$ cat src/rtl/lab3_disp_pkg.sv
// Shared constants for the score display scanner: active-low segment
// patterns {g,f,e,d,c,b,a} and the scan-slot digit encoding.
package lab3_disp_pkg;

    localparam logic [6:0] SEG_0     = 7'b1000000;
    localparam logic [6:0] SEG_1     = 7'b1111001;
    localparam logic [6:0] SEG_2     = 7'b0100100;
    localparam logic [6:0] SEG_3     = 7'b0110000;
    localparam logic [6:0] SEG_4     = 7'b0011001;
    localparam logic [6:0] SEG_5     = 7'b0010010;
    localparam logic [6:0] SEG_6     = 7'b0000010;
    localparam logic [6:0] SEG_7     = 7'b1111000;
    localparam logic [6:0] SEG_8     = 7'b0000000;
    localparam logic [6:0] SEG_9     = 7'b0010000;
    localparam logic [6:0] SEG_DASH  = 7'b0111111;
    localparam logic [6:0] SEG_BLANK = 7'b1111111;

    // Slot order matches the snapshot layout: units before tens, nerdians first.
    typedef enum logic [1:0] {
        DIG_N0 = 2'd0,
        DIG_N1 = 2'd1,
        DIG_H0 = 2'd2,
        DIG_H1 = 2'd3
    } digit_e;

endpackage

$ cat src/rtl/bcd_to_seg7.sv
// Combinational decoder from an 8-bit digit value to an active-low
// seven-segment pattern; anything outside 0-9 renders as a dash.
module bcd_to_seg7
    import lab3_disp_pkg::*;
(
    input  logic [7:0] value,
    output logic [6:0] seg
);

    always_comb begin
        seg = SEG_DASH;
        case (value)
            8'd0:    seg = SEG_0;
            8'd1:    seg = SEG_1;
            8'd2:    seg = SEG_2;
            8'd3:    seg = SEG_3;
            8'd4:    seg = SEG_4;
            8'd5:    seg = SEG_5;
            8'd6:    seg = SEG_6;
            8'd7:    seg = SEG_7;
            8'd8:    seg = SEG_8;
            8'd9:    seg = SEG_9;
            default: seg = SEG_DASH;
        endcase
    end

endmodule

$ cat src/rtl/counter_display_scan.sv
// Time-multiplexed four-digit score display with per-frame input snapshot,
// leading-zero blanking on tens digits and a frame-counted warning dp.
module counter_display_scan
    import lab3_disp_pkg::*;
#(
    parameter int TICK_DIV    = 4,
    parameter int WARN_FRAMES = 8
) (
    input  logic       CLK,
    input  logic       RST,
    input  logic [7:0] hipsterians1,
    input  logic [7:0] hipsterians0,
    input  logic [7:0] nerdians1,
    input  logic [7:0] nerdians0,
    input  logic       warning,
    output logic [3:0] an,
    output logic [6:0] seg,
    output logic       dp
);

    localparam int PW = $clog2(TICK_DIV);
    localparam int HW = $clog2(WARN_FRAMES + 1);

    logic [PW-1:0]   presc;
    digit_e          idx;
    logic [3:0][7:0] snap;
    logic [HW-1:0]   hold;
    logic            tick;
    logic            boundary;
    logic [7:0]      sel;
    logic            blank;
    logic [6:0]      dec;

    assign tick     = (presc == PW'(TICK_DIV - 1));
    assign boundary = tick && (idx == DIG_H1);
    assign sel      = snap[idx];
    // Slots 1 and 3 hold the tens digits; only those are blanked on zero.
    assign blank    = ((idx == DIG_N1) || (idx == DIG_H1)) && (sel == 8'd0);

    bcd_to_seg7 u_dec (
        .value(sel),
        .seg  (dec)
    );

    always_ff @(posedge CLK or posedge RST) begin
        if (RST) begin
            presc <= '0;
            idx   <= DIG_N0;
            snap  <= '0;
            hold  <= '0;
            an    <= 4'b1111;
            seg   <= SEG_BLANK;
            dp    <= 1'b1;
        end else begin
            presc <= tick ? '0 : presc + 1'b1;
            if (tick)
                idx <= digit_e'(idx + 2'd1);
            if (boundary)
                snap <= {hipsterians1, hipsterians0, nerdians1, nerdians0};
            // A fresh warning outranks the per-frame countdown.
            if (warning)
                hold <= HW'(WARN_FRAMES);
            else if (boundary && hold != '0)
                hold <= hold - 1'b1;
            an  <= ~(4'b0001 << idx);
            seg <= blank ? SEG_BLANK : dec;
            dp  <= (hold == '0);
        end
    end

endmodule

$ cat config.mk
export PLATFORM = sky130hd
export DESIGN_NAME = counter_display_scan
export DESIGN_NICKNAME = d
export VERILOG_FILES = /design/src/rtl/lab3_disp_pkg.sv /design/src/rtl/bcd_to_seg7.sv /design/src/rtl/counter_display_scan.sv
export SDC_FILE = /design/constraint.sdc
export NUM_CORES = 1
export LEC_CHECK = 0
export CORE_AREA = 5 5 72 74
export DETAILED_ROUTE_END_ITERATION = 10
export DIE_AREA = 0 0 77 79
export PLACE_DENSITY = 0.82
export RECOVER_POWER = 100
export SYNTH_ARGS = -nofsm -noshare
export SYNTH_HDL_FRONTEND = slang
export SYNTH_SLANG_ARGS = --single-unit
export TNS_END_PERCENT = 5
$ cat constraint.sdc
create_clock -name CLK -period 6.05 [get_ports CLK]
set_input_delay 1.815 -clock CLK [delete_from_list [all_inputs] [get_ports CLK]]
set_output_delay 1.815 -clock CLK [all_outputs]
set_load 0.02 [all_outputs]
run_1/cell_classes.png
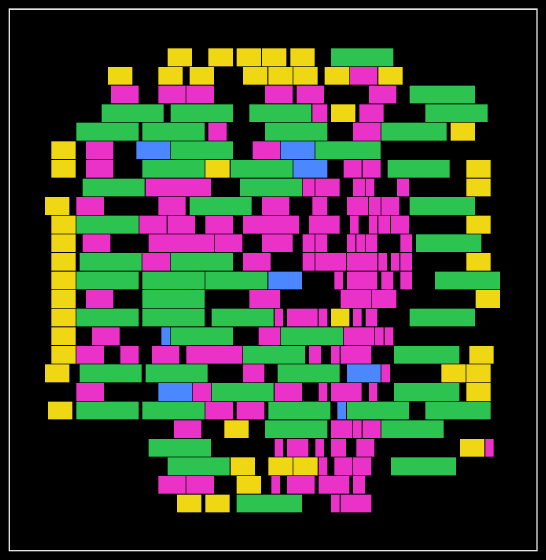
- flip-flops: green (cells 52)
- other buffers and delay cells: yellow (cells 47)
- clock drivers and dummy loads: blue (cells 8)
- all other logic: magenta (cells 112)
Final Core Density: 64.36%
# rows: 25
final instance area: 0.002919 sq mm
flop share of the area: 45.09%
Core Box Area: 0.004536 sq mm

run_1/clock_map.png
The bar under the picture is 20 microns long.
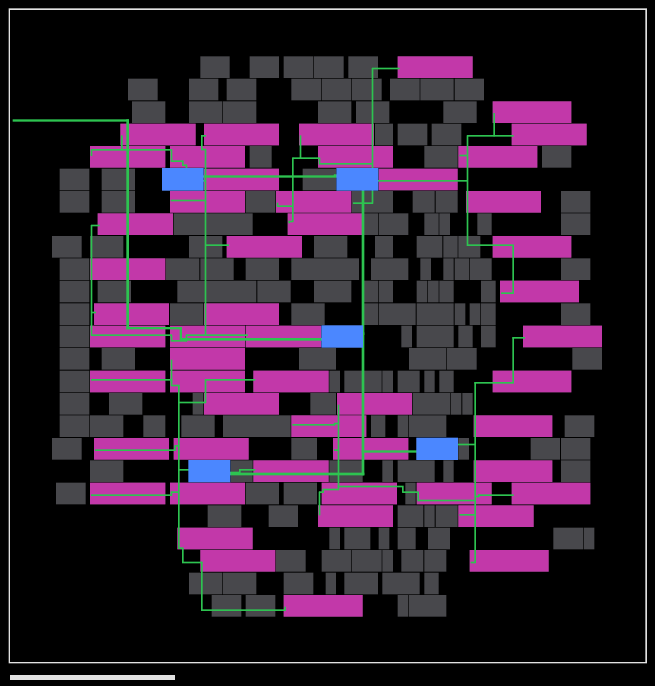
- flip-flops: magenta (count 52)
- clock wires: green (length 518 microns)
- cells driving clock nets: blue (count 5)
- routed clock nets: 6
Clock power frac: 31.2%
clock skew: 0.001925 ns
clock network power: 0.192 mW
Clk Latency, worst-skew pair: 0.29 ns

==> flow_summary.yaml, run 1 <==
# generated from flow reports
logic_synthesis:
  edf_count: 0
  synthFlopType: "dfrtp_1"
  synth.largest_area_cell: "dfrtp_1"
  ys_cells: 170
  synth_cell_types: 33
  synth_seq_share_pct: 56.26
  synth_chip_area_sq_mm: 0.002340
  netlist_instances: 170
  top_cell: "dfrtp_1"
  ys_seq_elements: 52
  synthArstFlopShare_pct: 100.0
  synthesis.area_sq_mm: 0.002340
die:
  nWellTaps: 54
  die_area_sq_mm: 0.006083
place:
  dpl_cell_area_sq_mm: 0.002838
  dp_hpwl_mm: 2.887
  portBuffers: 46
final_timing:
  grt_setup_unrepaired: "false"
  drv_slew: 53
  fin_crit_sh_pct: 59.96
  setup_viol: 0
  maxSlewHeadroom_pct: -24.09
  holdWs_ns: 0.4243
  post-route-min-period_ns: 3.627
route:
  wl_met1_mm: 1.629
  drtAntennaViolNets: 0
  via_per_inst: 5.147
  drt_iter0_drc: 52
  via_count: 1405
  routed-wl-met2_mm: 1.922
worst_setup_path:
  cp_max_fo: 52
  worstSetupEndpointType: "asynchronous set/reset pin"
  critPathLaunchType: "primary input"
  r2r_start: "idx[1]"
  startpoint: "RST"
  reg2reg_depth: 7
  worst-path-stages: 2
  cp_slowest_stage_delay_ns: 1.32
finish:
  diodes: 0
  layoutNonFillerInstCount: 273
  buf_share_pct: 16.03
  clkCellAreaFrac_pct: 3.086
  final_cell_mix: "dlygate4sd3_1 (46), dfrtp_1 (40), mux2_2 (33), inv_1 (13), ha_1 (13)"
  seqCellArea_sq_mm: 0.001316
  nonClockBufferCount: 47
  largest_class: "sequential cells"
  comb_area_share_pct: 31.80
  clkbuf_count: 8
  fill_cells: 347
  logic_area_sq_um: 928.4
job:
  cap_violations: 1
min_path:
  holdPathStages: 1
  min_from: "presc[0]"
  holdPathEnd: "presc[0]"
status:
  violations: "max-capacitance violations, max-slew violations"
  status: "complete, but fails checks"
global_routing:
  grt_pass1_wl_mm: 6.506
  grt-ovfl-total: 0
  gr-usage-met1_pct: 16.43
  grt_use_met2_pct: 23.26
  antenna_found_initial: 0
  grtUsageMet3_pct: 4.762
clock_network:
  clockBufferDepth: 2
  cts.repair.resized: 0
  cts_root_buf: "clkbuf_8"
run_1/pdn.png
Pins as bars on the die edge. Tap cells in gray.
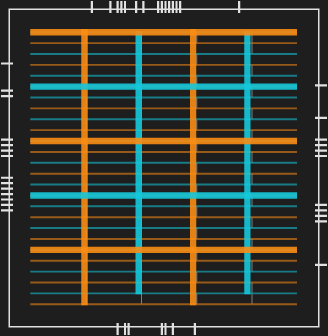
- VDD: cyan
- VSS: orange
- rows: 25
- signal pins: 47
- met5 straps: 5
- tap cells: 54
worst vdd ir: 0.1590 mV
chip height: 79 microns
Die Width: 77 microns

[run 1: cells by family (layout without fill, tap and decap cells)]
kind of cell    after synthesis  count (layout)  share of synthesized area [%]
compound gates               19              19                          5.454
xor+xnor                      3               3                          1.123
flops                        52              52                          56.26
mux                          37              37                          20.05
buf+inv                      19              68                          3.690
simple gates                 27              27                          6.470
fa+ha+maj                    13              13                          6.952
[run 1: report_power, final]
group	switching, mW	leakage (nW)	internal (mW)
combinational	0.0229	0.577	0.0315
sequential	0.00610	0.599	0.361
clock	0.0984	0.0455	0.0933
total	0.127	1.22	0.486
[run 1: sequential cells by signal, indices dropped and copies added (netlist names)]
name   count
idx        2
seg        7
an         4
dp         1
presc      2
snap      32
hold       4
run_1/metal_stack.png
The bar under the picture is 20 microns long.
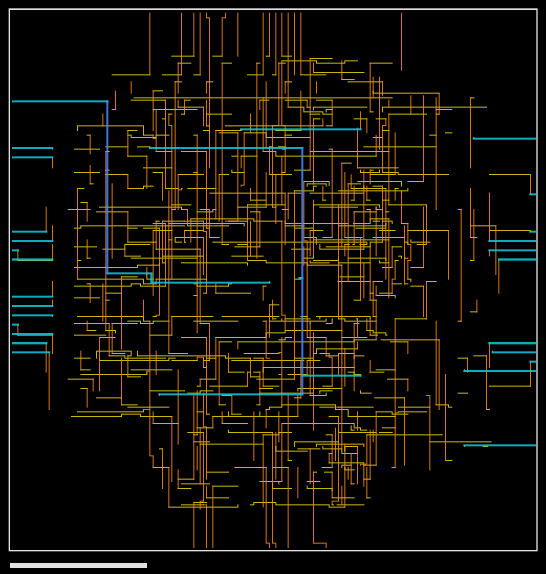

==> run 1 -> run 2 <==
--- a/config.mk
+++ b/config.mk
@@ -5,10 +5,10 @@
 export SDC_FILE = /design/constraint.sdc
 export NUM_CORES = 1
 export LEC_CHECK = 0
-export CORE_AREA = 5 5 72 74
+export CORE_AREA = 5 5 78 80
 export DETAILED_ROUTE_END_ITERATION = 10
-export DIE_AREA = 0 0 77 79
-export PLACE_DENSITY = 0.82
+export DIE_AREA = 0 0 83 85
+export PLACE_DENSITY = 0.73
 export RECOVER_POWER = 100
 export SYNTH_ARGS = -nofsm -noshare
 export SYNTH_HDL_FRONTEND = slang
==> constraint.sdc (replaced) <==
create_clock -name CLK -period 3.3 [get_ports CLK]
set_input_delay 0.99 -clock CLK [delete_from_list [all_inputs] [get_ports CLK]]
set_output_delay 0.99 -clock CLK [all_outputs]
set_load 0.02 [all_outputs]
run_2/metal_stack.png
The bar under the picture is 20 microns long.
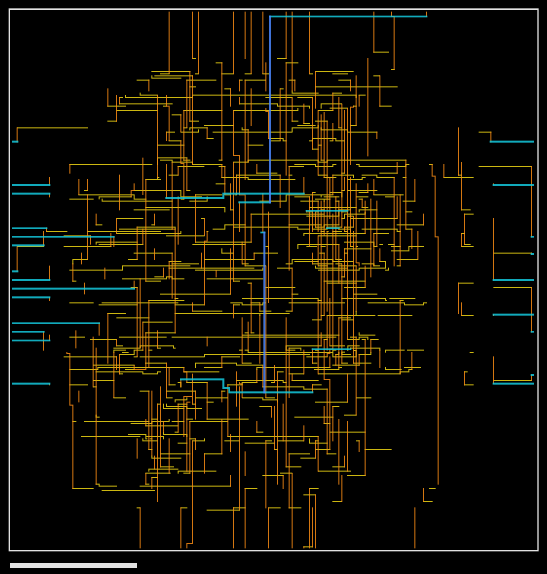
- met3: cyan (wire length 221 microns)
- met4: blue (wire length 54.4 microns)
- met1: yellow (wire length 1740 microns)
- met2: orange (wire length 1910 microns)
via count: 1410
WL/cell: 13.45 microns
routed wire length: 3.927 mm
GRT Total Usage: 11.60%

run_2/cell_classes.png
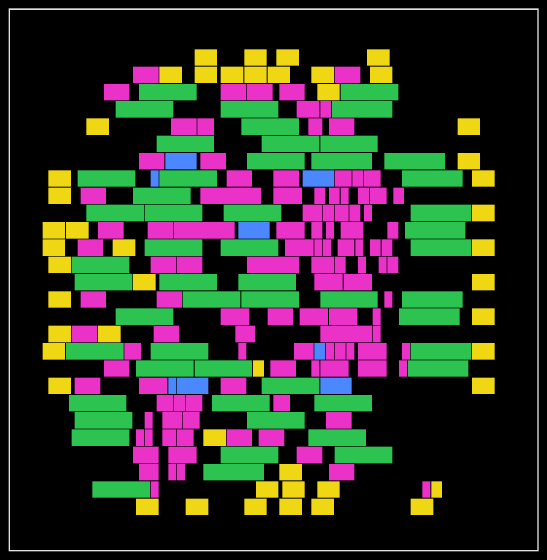
- other buffers and delay cells: yellow (cells 48)
- all other logic: magenta (cells 112)
- clock drivers and dummy loads: blue (cells 8)
- flip-flops: green (cells 52)
flop share of the area: 44.84%
Final Core Density: 54.99%
final instance area: 0.002935 sq mm

==> flow_summary.yaml, run 2 <==
# generated from flow reports
status:
  status: "completed"
logic_synthesis:
  ys_cells: 170
  mux_area_share_pct: 20.05
  synth.top_cells.by_count: "dfrtp_1 (40), mux2_2 (33), ha_1 (13), inv_1 (13), dfstp_2 (12)"
  netlist_instances: 170
  ys_top_logic_family: "multiplexers"
  synth_cell_types: 33
  ys_sh_xor_pct: 1.123
  top_cell: "dfrtp_1"
  area_leaders: "dfrtp_1 (43%), mux2_2 (16%), dfstp_2 (13%)"
  synthFlopType: "dfrtp_1"
  synth_seq_share_pct: 56.26
  synthesis.area_sq_mm: 0.002340
  synth_chip_area_sq_mm: 0.002340
  synth.largest_area_cell: "dfrtp_1"
  edf_count: 0
  synthArstFlopShare_pct: 100.0
  ys_sh_simple_pct: 6.471
  yosys.area_share.aoi_pct: 5.455
  adder_share_pct: 6.952
  ys_seq_elements: 52
  synthesis.nets: 218
global_routing:
  antenna_found_initial: 0
  grt_pass1_wl_mm: 6.630
  grt_pass1_vias: 1399
  grt_max_degree: 53
  grt-ovfl-total: 0
clock_network:
  cts_tree: "built"
  cts_root_buf: "clkbuf_8"
  clock_sinks: 52
  clockBufferDepth: 2
  numCtsBuffers: 5
  cts_setup_buffers: 0
  path_clk_slew_ns: 0.08
  htree_levels: 2
  cts.repair.resized: 0
  cts_hold_buf: 0
  worstSkewPairLatency_ns: 0.30
worst_setup_path:
  critPathArrivalTime_ns: 2.74
  crit_slowest_cell: "mux4_1"
  cp_max_fo: 10
  r2r_end: "seg[5]"
  required_ns: 3.52
  worstSetupEndpointType: "register"
  worst-r2r-setup-slack_ns: 0.78
  cp_slowest_stage_delay_ns: 0.75
  critPathLaunchType: "register"
  crit_buf_inv: 1
  r2r_start: "idx[1]"
  reg2reg_depth: 7
route:
  drt-pass1-iter-count: 4
  drt_iter0_drc: 102
  via_per_inst: 4.829
  drtAntennaViolNets: 0
  drc: 0
final_timing:
  fmax_ghz: 0.3972
  fin_crit_sh_pct: 76.30
  maxSlewHeadroom_pct: 19.02
  holdWs_ns: 0.4335
  tightest_slew_ns: 1.215
  fin_skew_ns: 0.006369
  drv_slew: 0
  final-hold-violation-count: 0
  setup_viol: 0
  setup_slack_ns: 0.7822
  grt_setup_unrepaired: "false"
  setup-tns-final_ns: 0
  post-route-min-period_ns: 2.518
finish:
  largest_class: "sequential cells"
  diodes: 0
  nonClockBufferCount: 48
  logic_gates: 99
  clkbuf_count: 7
  top_regs: "snap x32, seg x7"
  logic_area_sq_um: 928.4
  comb_area_share_pct: 31.63
  fill_cells: 505
  layoutNonFillerInstCount: 292
  buf_share_pct: 16.03
  nets: 267
  lay_top_count: "dfrtp_1"
  largest_register: "snap"
  largest_reg_flops: 32
  clkCellAreaFrac_pct: 2.771
  syn2layout_area_growth_pct: 25.45
  final_cell_mix: "dfrtp_1 (40), mux2_2 (33), clkdlybuf4s50_1 (33), ha_1 (13), dlygate4sd3_1 (13)"
  seqCellArea_sq_mm: 0.001316
die:
  die_area_sq_mm: 0.007055
  die-width_microns: 83
  core_area_sq_mm: 0.005338
  rows: 27
  nWellTaps: 72
  die_h_microns: 85
  fp_util_pct: 43.83
min_path:
  min_from: "presc[0]"
  hold_path_class: "register to register"
  holdPathEnd: "presc[0]"
  holdPathStages: 1
job:
  cap_violations: 0
power:
  p_sw_share_pct: 21.63
  pwr-share-seq_pct: 60.2
  p_int_mw: 0.8779
  p_comb_share_pct: 9.7
  peakVddDrop_mv: 0.2035
  p_leak_nw: 1.209
  power.share.clock_pct: 30.1
  p_sw_mw: 0.2423
  power.total_mw: 1.120
place:
  portBuffers: 46
  pre_cts_slack_ns: 0.8371
  dpl_cell_area_sq_mm: 0.002868
  dp_hpwl_mm: 2.926
  dp.cells: 284
run_2/final_congestion.png
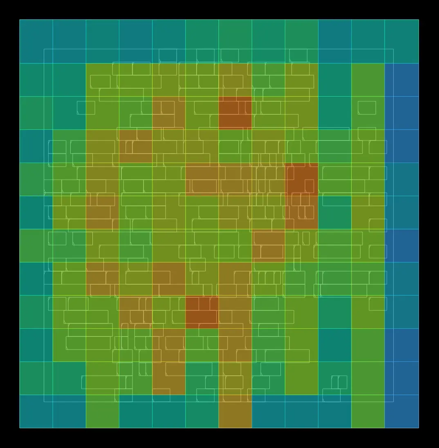
met3 GRT Util: 3.883%
met1 Resource Use GR: 14.77%
grt met2 use: 18.59%
Top Usage Layer GRT: met2

## run 2: power groups by stage
stage               combinational [mW]  sequential [mW]  clock, mW
global route                     0.122            0.677      0.376
detailed placement               0.113            0.686          0
floorplan                       0.0552            0.684          0
finish                           0.109            0.674      0.337
CTS                              0.114            0.674      0.351
global placement                 0.111            0.686          0
## run 2: worst max path at each step
stage	start	end	slack (ns)	cells after the start
global route	idx[1]	seg[4]	0.62	7
CTS	idx[1]	seg[5]	0.81	7
global placement	idx[1]	seg[5]	0.95	7
floorplan	RST	hold[0]	1.07	1
detailed placement	idx[1]	seg[5]	0.84	7
finish	idx[1]	seg[5]	0.78	7
## run 2: layer usage
layer  part of all wire [%]  global-route usage (%)
met1                     44                   14.77
met2                     49                   18.59
met3                    5.6                   3.883
met4                    1.4                   4.012
met5                      0                       0
Power is estimated from default activity; no workload was simulated.
